### A small window of the routed layout

Scale bar: 5 um. Region (15, 25) to (35, 45) um. Cells in grey, sequential cells in the stronger grey; small squares are vias.
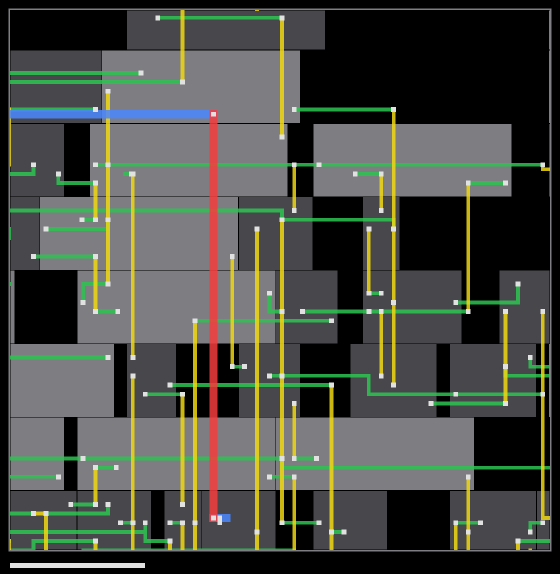
### Logic cells by family

Scale bar: 20 um.
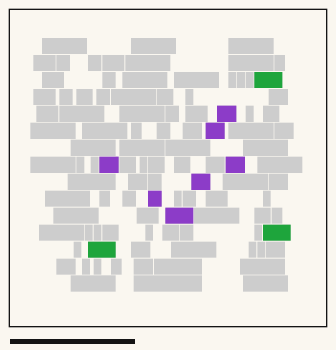
### config.mk
export PLATFORM = sky130hd
export DESIGN_NAME = dispense_request_controller
export DESIGN_NICKNAME = d
export VERILOG_FILES = /design/src/rtl/dispense_request_controller.sv
export SDC_FILE = /design/constraint.sdc
export NUM_CORES = 1
export LEC_CHECK = 0
export CORE_MARGIN = 3
export CORE_UTILIZATION = 47
export DETAILED_ROUTE_END_ITERATION = 16
export PLACE_DENSITY = 0.66
export SYNTH_ARGS = -nofsm -noshare
export SYNTH_HDL_FRONTEND = slang
export SYNTH_SLANG_ARGS = --single-unit
### constraint.sdc
create_clock -name clk -period 1.6 [get_ports clk]
set_input_delay 0.24 -clock clk [delete_from_list [all_inputs] [get_ports clk]]
set_output_delay 0.24 -clock clk [all_outputs]
set_load 0.1 [all_outputs]
### src/rtl/dispense_request_controller.sv
// rtl/dispense_request_controller.sv - input conditioning and dispense request FSM
//
// Conditions the user button, cup sensor and tank-low flag, then issues
// single-cycle start/stop requests to the downstream water dispenser and
// enforces a cooldown between dispenses.
//
// Ports:
//   clk             - system clock, rising edge
//   reset           - synchronous, active-high
//   btn_raw         - asynchronous push-button, high = pressed
//   cup_raw         - asynchronous cup sensor, high = cup present
//   tank_low        - asynchronous tank-low flag, high = insufficient water
//   dispense_active - dispenser feedback, high while water flows
//   start_dispense  - registered one-cycle start request
//   stop_dispense   - registered one-cycle stop request
//   ctrl_state      - FSM state (0 IDLE, 1 READY, 2 DISPENSE, 3 COOLDOWN)
//   dispense_count  - saturating count of start pulses (DISPENSE_COUNT_EN only)
//
// Optional feature macro: DISPENSE_COUNT_EN
module dispense_request_controller #(
  parameter int DEBOUNCE_CYCLES = 4,
  parameter int COOLDOWN_CYCLES = 8
) (
  input  logic       clk,
  input  logic       reset,
  input  logic       btn_raw,
  input  logic       cup_raw,
  input  logic       tank_low,
  input  logic       dispense_active,
  output logic       start_dispense,
  output logic       stop_dispense,
`ifdef DISPENSE_COUNT_EN
  output logic [7:0] dispense_count,
`endif
  output logic [1:0] ctrl_state
);

  localparam logic [3:0] DB_LIMIT = 4'(DEBOUNCE_CYCLES);
  localparam logic [3:0] CD_LAST  = 4'(COOLDOWN_CYCLES - 1);

  typedef enum logic [1:0] {
    S_IDLE     = 2'd0,
    S_READY    = 2'd1,
    S_DISPENSE = 2'd2,
    S_COOLDOWN = 2'd3
  } state_e;

  // Two-flop synchronizers; bit [1] is the synchronized value.
  logic [1:0] btn_sync_q, cup_sync_q, tank_sync_q;
  logic       btn_s, cup_s, tank_s;

  logic       btn_db_q, btn_db_prev_q, cup_db_q;
  logic [3:0] btn_cnt_q, cup_cnt_q;
  logic       btn_press;

  state_e     state_q, state_d;
  logic       start_q, start_d;
  logic       stop_q, stop_d;
  logic       seen_active_q, seen_active_d;
  logic [3:0] cool_cnt_q, cool_cnt_d;

  logic       ready_abort, manual_stop, auto_stop;

  assign btn_s  = btn_sync_q[1];
  assign cup_s  = cup_sync_q[1];
  assign tank_s = tank_sync_q[1];

  // Returns {debounced, counter} for the next edge. The counter only runs
  // while the synchronized input disagrees with the debounced value, so any
  // agreement restarts the qualification window.
  function automatic logic [4:0] db_next(input logic s, input logic db,
                                         input logic [3:0] cnt);
    if (s == db)
      return {db, 4'd0};
    else if (cnt + 4'd1 == DB_LIMIT)
      return {~db, 4'd0};
    else
      return {db, cnt + 4'd1};
  endfunction

  always_ff @(posedge clk) begin
    if (reset) begin
      btn_sync_q    <= 2'b00;
      cup_sync_q    <= 2'b00;
      tank_sync_q   <= 2'b00;
      btn_db_q      <= 1'b0;
      btn_db_prev_q <= 1'b0;
      cup_db_q      <= 1'b0;
      btn_cnt_q     <= 4'd0;
      cup_cnt_q     <= 4'd0;
    end else begin
      btn_sync_q    <= {btn_sync_q[0], btn_raw};
      cup_sync_q    <= {cup_sync_q[0], cup_raw};
      tank_sync_q   <= {tank_sync_q[0], tank_low};
      {btn_db_q, btn_cnt_q} <= db_next(btn_s, btn_db_q, btn_cnt_q);
      {cup_db_q, cup_cnt_q} <= db_next(cup_s, cup_db_q, cup_cnt_q);
      btn_db_prev_q <= btn_db_q;
    end
  end

  assign btn_press   = btn_db_q & ~btn_db_prev_q;
  assign ready_abort = ~cup_db_q | tank_s;
  assign manual_stop = ~cup_db_q | btn_press | tank_s;
  assign auto_stop   = seen_active_q & ~dispense_active;

  // State register (FSM state plus the registered outputs it drives).
  always_ff @(posedge clk) begin
    if (reset) begin
      state_q       <= S_IDLE;
      start_q       <= 1'b0;
      stop_q        <= 1'b0;
      seen_active_q <= 1'b0;
      cool_cnt_q    <= 4'd0;
    end else begin
      state_q       <= state_d;
      start_q       <= start_d;
      stop_q        <= stop_d;
      seen_active_q <= seen_active_d;
      cool_cnt_q    <= cool_cnt_d;
    end
  end

  // Next-state logic.
  always_comb begin
    state_d = state_q;
    case (state_q)
      S_IDLE:     if (cup_db_q && !tank_s) state_d = S_READY;
      S_READY: begin
        if (ready_abort)    state_d = S_IDLE;
        else if (btn_press) state_d = S_DISPENSE;
      end
      S_DISPENSE: if (manual_stop || auto_stop) state_d = S_COOLDOWN;
      S_COOLDOWN: if (cool_cnt_q == CD_LAST) state_d = S_IDLE;
      default:    state_d = S_IDLE;
    endcase
  end

  // Output logic. The cooldown counter is held at zero while dispensing so
  // it starts from zero on COOLDOWN entry whichever stop rule fired.
  always_comb begin
    start_d       = 1'b0;
    stop_d        = 1'b0;
    seen_active_d = seen_active_q;
    cool_cnt_d    = 4'd0;
    case (state_q)
      S_READY: begin
        start_d = ~ready_abort & btn_press;
        if (start_d) seen_active_d = 1'b0;
      end
      S_DISPENSE: begin
        stop_d = manual_stop;
        if (dispense_active) seen_active_d = 1'b1;
      end
      S_COOLDOWN: cool_cnt_d = cool_cnt_q + 4'd1;
      default: ;
    endcase
  end

  assign start_dispense = start_q;
  assign stop_dispense  = stop_q;
  assign ctrl_state     = state_q;

`ifdef DISPENSE_COUNT_EN
  logic [7:0] count_q;

  // Counts alongside the registered pulse, saturating at 255.
  always_ff @(posedge clk) begin
    if (reset)
      count_q <= 8'd0;
    else if (start_d && count_q != 8'hFF)
      count_q <= count_q + 8'd1;
  end

  assign dispense_count = count_q;
`endif

endmodule

==> flow_summary.ini <==
; physical design summary
[timing]
slew_viol_final = 0
tns_ns = 0
setup_ws_ns = 0.314
maxSlewHeadroom = 0.736

[synth]
mux_share = 0.0214
ys_area_um2 = 937
ys_top_cells_by_count = dfxtp_1, nor2_1, nor2b_1
ys_sh_xor = 0.0748
synth_area_per_cell_um2 = 10.5
synth_cells = 89
synth_nets = 98
synth_seq_share = 0.555
synthAoiAreaFrac = 0.0334

[placed_design]
post-dp-hpwl_um = 1010
gp_congestion = 0.749
place_inst = 124

[outcome]
outcome = completed

[critical_path]
slowest_stage = or3b_1
reg2regPathDepth = 4
worstSetupPathType = flop to flop
r2r-end = btn_cnt_q[2]$_SDFF_PP0_

[cells_and_area]
num_antenna_cells = 0
flop-count = 26
final_nets = 113
biggestCellCategory = flip-flops and latches
clock_buffers = 3
sh_comb_area = 0.342
n_fill_cell = 163
comb.multi_input.count = 58

[pwr]
power.density_nw_per_um2 = 962
p_switching_mw = 0.191
comb-power_mw = 0.0335
sw_frac_of_total = 0.170
power.group.top = registers
p_clk_mw = 0.429
power_mw = 1.12

[drt]
met2_length_um = 600
top_layer = met4

[cts]
post_cts_buffers = 0
cts_root_buffer = clkbuf_4

[worst_hold_path]
min_to = btn_sync_q[1]$_SDFF_PP0_

[global_route]
grt-ovfl-total = 0

[run]
maxCapViolations = 0
Notes on 'A small window of the routed layout' above:
- red: met4
- green: met1
- blue: met3
- yellow: met2
- netlist names of flops here include: btn_sync_q (2)
- most frequent: dfxtp_1 (8)
- cells with their middle in the window: 26
- sequential cells in the window: 8

Notes on 'Logic cells by family' above:
- purple: AND and OR gates (cells 7)
- green: adder and majority cells (cells 3)

[how the worst max path moves through the flow]
stage,end,slack [ns]
6_report,btn_cnt_q[2]$_SDFF_PP0_,0.31
5_1_grt,cup_db_q$_SDFFE_PP0P_,0.21
4_1_cts,btn_cnt_q[2]$_SDFF_PP0_,0.29
3_5_place_dp,btn_cnt_q[2]$_SDFF_PP0_,0.16
3_3_place_gp,ctrl_state[0]$_SDFFE_PP0P_,0.17
2_1_floorplan,ctrl_state[0]$_SDFFE_PP0P_,0.21
[logic make-up after synthesis]
logic type | count (synthesis)
xor gates and xnor gates | 8
muxes | 2
AOI/OAI and AO/OA | 4
buffers and inverters | 5
and+or+nand+nor | 41
DFF | 26
adders and majority gates | 3
